$ cat src/rtl/add_one_driver_if.sv
// rtl/add_one_driver_if.sv - request/result handshake channels between the add-one driver and its responder
// Both channels transfer on vld=1 and busy=0 at the rising edge.
interface add_one_driver_if #(
    parameter int WIDTH = 32
);
    logic             add_one_x_vld;
    logic [WIDTH-1:0] add_one_x_data;
    logic             add_one_x_busy;
    logic             add_one_return_vld;
    logic [WIDTH-1:0] add_one_return_data;
    logic             add_one_return_busy;

    modport master (
        output add_one_x_vld,
        output add_one_x_data,
        input  add_one_x_busy,
        input  add_one_return_vld,
        input  add_one_return_data,
        output add_one_return_busy
    );

    modport slave (
        input  add_one_x_vld,
        input  add_one_x_data,
        output add_one_x_busy,
        output add_one_return_vld,
        output add_one_return_data,
        input  add_one_return_busy
    );
endinterface

$ cat src/rtl/add_one_driver.sv
// rtl/add_one_driver.sv - issues an incrementing operand stream and checks each result equals operand+1
// Expected operands wait in a DEPTH-entry FIFO; results are assumed to return in request order.
module add_one_driver #(
    parameter int WIDTH = 32,
    parameter int DEPTH = 4
) (
    input  logic                clk,
    input  logic                rst,
    input  logic                start,
    input  logic [WIDTH-1:0]    start_val,
    input  logic [15:0]         count,
    output logic                done,
    output logic [15:0]         err_cnt,
    output logic                pass,
    add_one_driver_if.master    bus
);
    localparam int PTR_W = $clog2(DEPTH);
    localparam logic [PTR_W:0] OCC_FULL = (PTR_W + 1)'(DEPTH);

    typedef enum logic [1:0] {
        ST_IDLE,
        ST_RUN,
        ST_DONE
    } state_e;

    state_e             state_q, state_d;
    logic [WIDTH-1:0]   next_val_q, next_val_d;
    logic [15:0]        sent_q, sent_d;
    logic [15:0]        recvd_q, recvd_d;
    logic [15:0]        count_q, count_d;
    logic [15:0]        err_cnt_q, err_cnt_d;
    logic [PTR_W-1:0]   wr_ptr_q, wr_ptr_d;
    logic [PTR_W-1:0]   rd_ptr_q, rd_ptr_d;
    logic [PTR_W:0]     occ_q, occ_d;
    logic [WIDTH-1:0]   fifo_mem [DEPTH];

    logic               fifo_full;
    logic               fifo_empty;
    logic               x_vld;
    logic               ret_busy;
    logic               x_fire;
    logic               ret_fire;
    logic               push;
    logic               pop;
    logic [WIDTH-1:0]   expected;

    assign fifo_full  = (occ_q == OCC_FULL);
    assign fifo_empty = (occ_q == '0);

    // Valid depends only on registered state, so it cannot drop while the consumer stalls.
    assign x_vld    = (state_q == ST_RUN) && (sent_q < count_q) && !fifo_full;
    assign ret_busy = !((state_q == ST_RUN) && !fifo_empty);

    assign bus.add_one_x_vld       = x_vld;
    assign bus.add_one_x_data      = next_val_q;
    assign bus.add_one_return_busy = ret_busy;

    assign x_fire   = x_vld && !bus.add_one_x_busy;
    assign ret_fire = bus.add_one_return_vld && !ret_busy;
    assign expected = fifo_mem[rd_ptr_q] + WIDTH'(1);

    assign done    = (state_q == ST_DONE);
    assign err_cnt = err_cnt_q;
    assign pass    = done && (err_cnt_q == 16'd0);

    always_comb begin
        state_d    = state_q;
        next_val_d = next_val_q;
        sent_d     = sent_q;
        recvd_d    = recvd_q;
        count_d    = count_q;
        err_cnt_d  = err_cnt_q;
        wr_ptr_d   = wr_ptr_q;
        rd_ptr_d   = rd_ptr_q;
        occ_d      = occ_q;
        push       = 1'b0;
        pop        = 1'b0;

        case (state_q)
            ST_IDLE, ST_DONE: begin
                if (start) begin
                    next_val_d = start_val;
                    sent_d     = 16'd0;
                    recvd_d    = 16'd0;
                    count_d    = count;
                    err_cnt_d  = 16'd0;
                    wr_ptr_d   = '0;
                    rd_ptr_d   = '0;
                    occ_d      = '0;
                    state_d    = (count == 16'd0) ? ST_DONE : ST_RUN;
                end
            end
            ST_RUN: begin
                push = x_fire;
                pop  = ret_fire;
                if (push) begin
                    next_val_d = next_val_q + WIDTH'(1);
                    sent_d     = sent_q + 16'd1;
                    wr_ptr_d   = wr_ptr_q + PTR_W'(1);
                end
                if (pop) begin
                    recvd_d  = recvd_q + 16'd1;
                    rd_ptr_d = rd_ptr_q + PTR_W'(1);
                    if ((expected != bus.add_one_return_data) && (err_cnt_q != 16'hFFFF)) begin
                        err_cnt_d = err_cnt_q + 16'd1;
                    end
                    if ((recvd_q + 16'd1) == count_q) begin
                        state_d = ST_DONE;
                    end
                end
                if (push && !pop) begin
                    occ_d = occ_q + (PTR_W + 1)'(1);
                end else if (pop && !push) begin
                    occ_d = occ_q - (PTR_W + 1)'(1);
                end
            end
            default: begin
                state_d = ST_IDLE;
            end
        endcase
    end

    always_ff @(posedge clk or posedge rst) begin
        if (rst) begin
            state_q    <= ST_IDLE;
            next_val_q <= '0;
            sent_q     <= 16'd0;
            recvd_q    <= 16'd0;
            count_q    <= 16'd0;
            err_cnt_q  <= 16'd0;
            wr_ptr_q   <= '0;
            rd_ptr_q   <= '0;
            occ_q      <= '0;
        end else begin
            state_q    <= state_d;
            next_val_q <= next_val_d;
            sent_q     <= sent_d;
            recvd_q    <= recvd_d;
            count_q    <= count_d;
            err_cnt_q  <= err_cnt_d;
            wr_ptr_q   <= wr_ptr_d;
            rd_ptr_q   <= rd_ptr_d;
            occ_q      <= occ_d;
        end
    end

    // Storage needs no reset: occupancy alone defines which entries are live.
    always_ff @(posedge clk) begin
        if (push) begin
            fifo_mem[wr_ptr_q] <= next_val_q;
        end
    end
endmodule
$ cat src/flat_wrapper.sv
// flat-port wrapper written by rule: the top's interface ports become plain ports
module add_one_driver_flat 
#(
    parameter int WIDTH = 32,
    parameter int DEPTH = 4
)
  (clk, rst, start, start_val, count, done, err_cnt, pass, bus_add_one_x_vld, bus_add_one_x_data, bus_add_one_x_busy, bus_add_one_return_vld, bus_add_one_return_data, bus_add_one_return_busy);
  add_one_driver_if #(.WIDTH(WIDTH)) bus_i ();
  input  logic clk;
  input  logic rst;
  input  logic start;
  input  logic [WIDTH-1:0] start_val;
  input  logic [15:0] count;
  output logic done;
  output logic [15:0] err_cnt;
  output logic pass;
  output wire logic [$bits(bus_i.add_one_x_vld)-1:0] bus_add_one_x_vld;
  output wire logic [$bits(bus_i.add_one_x_data)-1:0] bus_add_one_x_data;
  input wire logic [$bits(bus_i.add_one_x_busy)-1:0] bus_add_one_x_busy;
  input wire logic [$bits(bus_i.add_one_return_vld)-1:0] bus_add_one_return_vld;
  input wire logic [$bits(bus_i.add_one_return_data)-1:0] bus_add_one_return_data;
  output wire logic [$bits(bus_i.add_one_return_busy)-1:0] bus_add_one_return_busy;
  assign bus_add_one_x_vld = bus_i.add_one_x_vld;
  assign bus_add_one_x_data = bus_i.add_one_x_data;
  assign bus_i.add_one_x_busy = bus_add_one_x_busy;
  assign bus_i.add_one_return_vld = bus_add_one_return_vld;
  assign bus_i.add_one_return_data = bus_add_one_return_data;
  assign bus_add_one_return_busy = bus_i.add_one_return_busy;
  add_one_driver #(.WIDTH(WIDTH), .DEPTH(DEPTH)) u_core (.clk(clk), .rst(rst), .start(start), .start_val(start_val), .count(count), .done(done), .err_cnt(err_cnt), .pass(pass), .bus(bus_i));
endmodule
$ cat config.mk
export PLATFORM = sky130hd
export DESIGN_NAME = add_one_driver_flat
export DESIGN_NICKNAME = d
export VERILOG_FILES = /design/src/rtl/add_one_driver_if.sv /design/src/rtl/add_one_driver.sv /design/src/flat_wrapper.sv
export SDC_FILE = /design/constraint.sdc
export NUM_CORES = 1
export LEC_CHECK = 0
export ABC_AREA = 0
export CORE_MARGIN = 10
export CORE_UTILIZATION = 52
export DETAILED_ROUTE_END_ITERATION = 10
export PLACE_DENSITY = 0.75
export SYNTH_ARGS = -nofsm -noshare
export SYNTH_HDL_FRONTEND = slang
export SYNTH_SLANG_ARGS = --single-unit
$ cat constraint.sdc
create_clock -name clk -period 6.22 [get_ports clk]
set_input_delay 1.244 -clock clk [delete_from_list [all_inputs] [get_ports clk]]
set_output_delay 1.244 -clock clk [all_outputs]
set_load 0.01 [all_outputs]
==> impl_metrics.env, run 1 <==
# source this file to load flow results
export IMPL_status="finished, final reports clean"
export IMPL_firstDrtPassIters=5
export IMPL_arrival_ns=3.46
export IMPL_wl_met2_um=14700
export IMPL_syn_instance_count=1090
export IMPL_ys_sh_simple=0.161
export IMPL_worst_pin_slew_ns=1.28
export IMPL_hold_violations=0
export IMPL_signal_buffers=150
export IMPL_dpl_instance_area_mm2=0.0138
export IMPL_met3_usage=0.0322
export IMPL_diodes=0
export IMPL_crit_buf_inv=2
export IMPL_port_buffers=136
export IMPL_syn_cell_area_mm2=0.0122
export IMPL_final_cell_mix="clkdlybuf4s50_1 (136), edfxtp_1 (128), nand2_1 (111)"
export IMPL_drtIter0Drc=804
export IMPL_ff_type="edfxtp_1"
export IMPL_stdcell_area_mm2=0.0146
export IMPL_die_area_mm2=0.0300
export IMPL_edf_count=128
export IMPL_r2r_setup_slack_ns=1.62
export IMPL_route_layer_met1_wl_um=13700
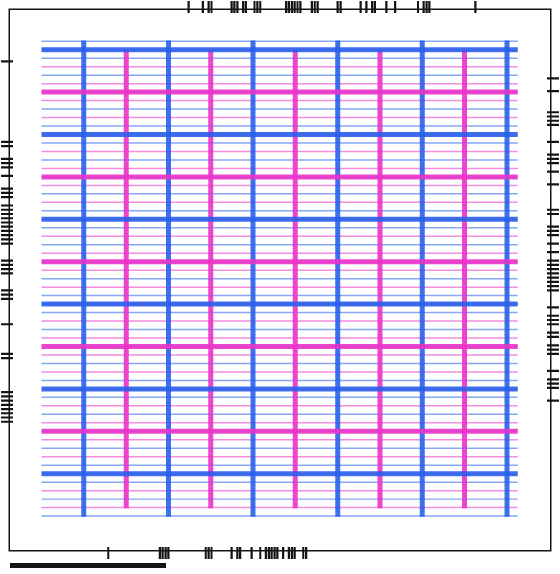
**Above:** run 1 (power grid).
The bar under the picture is 50 um long. Pins as bars on the die edge.
[magenta] VDD
[blue] VSS
met5 straps: 11
signal pins: 137
met1 rails: 57
met4 straps: 11
rows: 56
peak supply drop: 0.000230 V
Core Footprint: 0.0233 mm2
die height: 173 um

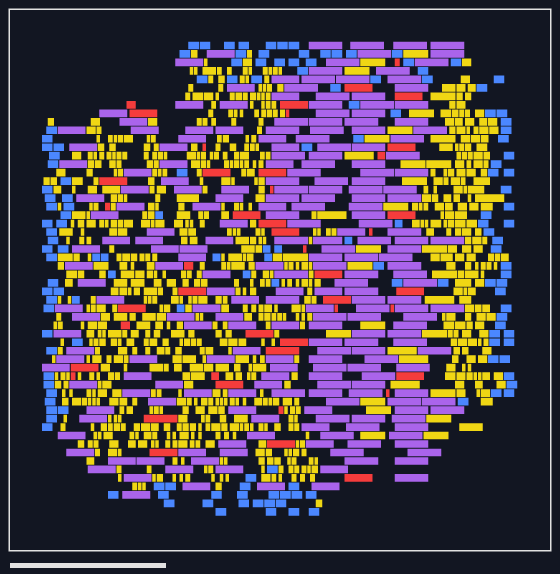
**Above:** run 1 (placement by cell class).
The bar under the picture is 50 um long.
[blue] other buffers and delay cells | cells: 150 | share of their area: 10%
[red] clock drivers and dummy loads | cells: 44 | share of their area: 5.5%
[purple] flip-flops | cells: 233 | share of their area: 46%
[yellow] all other logic | cells: 805 | share of their area: 39%
Core Util, Final: 0.628
Site Rows: 56

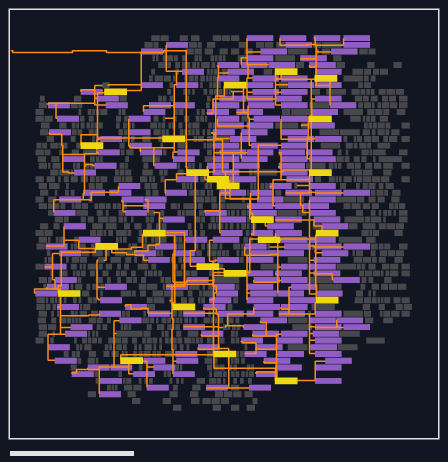
**Above:** run 1 (routed clock nets over the placement).
The bar under the picture is 50 um long.
[yellow] cells driving clock nets | count: 24
[purple] flip-flops | count: 233
[orange] clock wires | length: 2680 um
routed clock nets: 25
Clk. pwr: 1.42 mW
clk ins delay skew pair: 0.52 ns

--- run 2 (diff from run 1) ---
==> constraint.sdc (replaced) <==
create_clock -name clk -period 4.6 [get_ports clk]
set_input_delay 0.92 -clock clk [delete_from_list [all_inputs] [get_ports clk]]
set_output_delay 0.92 -clock clk [all_outputs]
set_load 0.01 [all_outputs]
==> run 2 against run 1 <==
  * Highest routed layer is now met5
  * Sequential power rose by 35%
  * Largest cell class unchanged
  * Critical endpoint unchanged
  * Cell area rose by 0.62%
  * Sequential share of layout area fell by 0.27 points
  * Via count rose by 0.39%
  * Combinational power rose by 38%
==> impl_metrics.env, run 2 <==
# source this file to load flow results
export IMPL_crit_path_max_fanout=2
export IMPL_comb_share=0.366
export IMPL_met3_usage=0.0366
export IMPL_edf_count=128
export IMPL_hold_violations=0
export IMPL_arrival_ns=3.46
export IMPL_dpl_instance_area_mm2=0.0139
export IMPL_core_mm2=0.0233
export IMPL_crit_path_frequent_cell="a21o_1"
export IMPL_final_cell_mix="clkdlybuf4s50_1 (136), edfxtp_1 (128), nand2_1 (111)"
export IMPL_clock_latency_late_pin_ns=0.50
export IMPL_route_layer_met1_wl_um=13600
export IMPL_status="finished, final reports clean"
export IMPL_syn_instance_count=1090
export IMPL_rows=56
export IMPL_fin_util=0.632
export IMPL_ys_sh_simple=0.161
export IMPL_diodes=2
export IMPL_wl_met2_um=15000
export IMPL_die_area_mm2=0.0300
export IMPL_n_all_inverters=31
export IMPL_port_buffers=136
export IMPL_worst_pin_slew_ns=0.920
export IMPL_stdcell_area_mm2=0.0147
export IMPL_place_gp_congestion=0.912
export IMPL_firstDrtPassIters=5
export IMPL_signal_buffers=158
export IMPL_p_clk_mw=2.00
export IMPL_yosys_area_share_adder=0.0283
export IMPL_crit_buf_inv=2
export IMPL_seq_cells=233
export IMPL_ff_type="edfxtp_1"
export IMPL_syn_cell_area_mm2=0.0122
export IMPL_drtIter0Drc=780
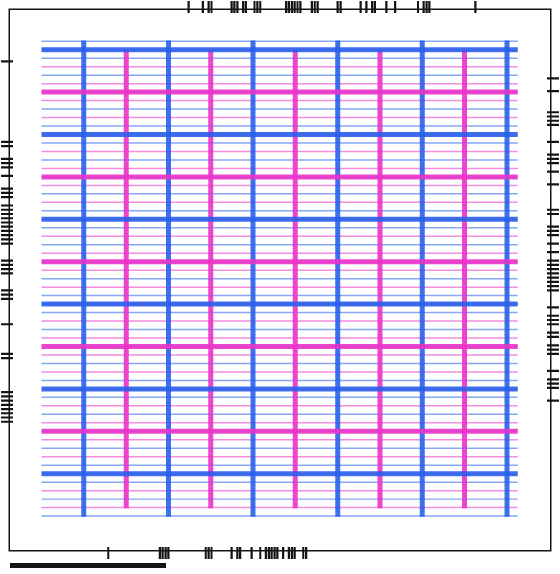
**Above:** run 2 (power grid).
The bar under the picture is 50 um long. Pins as bars on the die edge.
[blue] VSS
[magenta] VDD
met4 straps: 11
rows: 56
signal pins: 137
met1 rails: 57
met5 straps: 11
peak supply drop: 0.000311 V
die x size: 173 um

Power figures rest on the tool's default switching activity, not on a simulated workload.
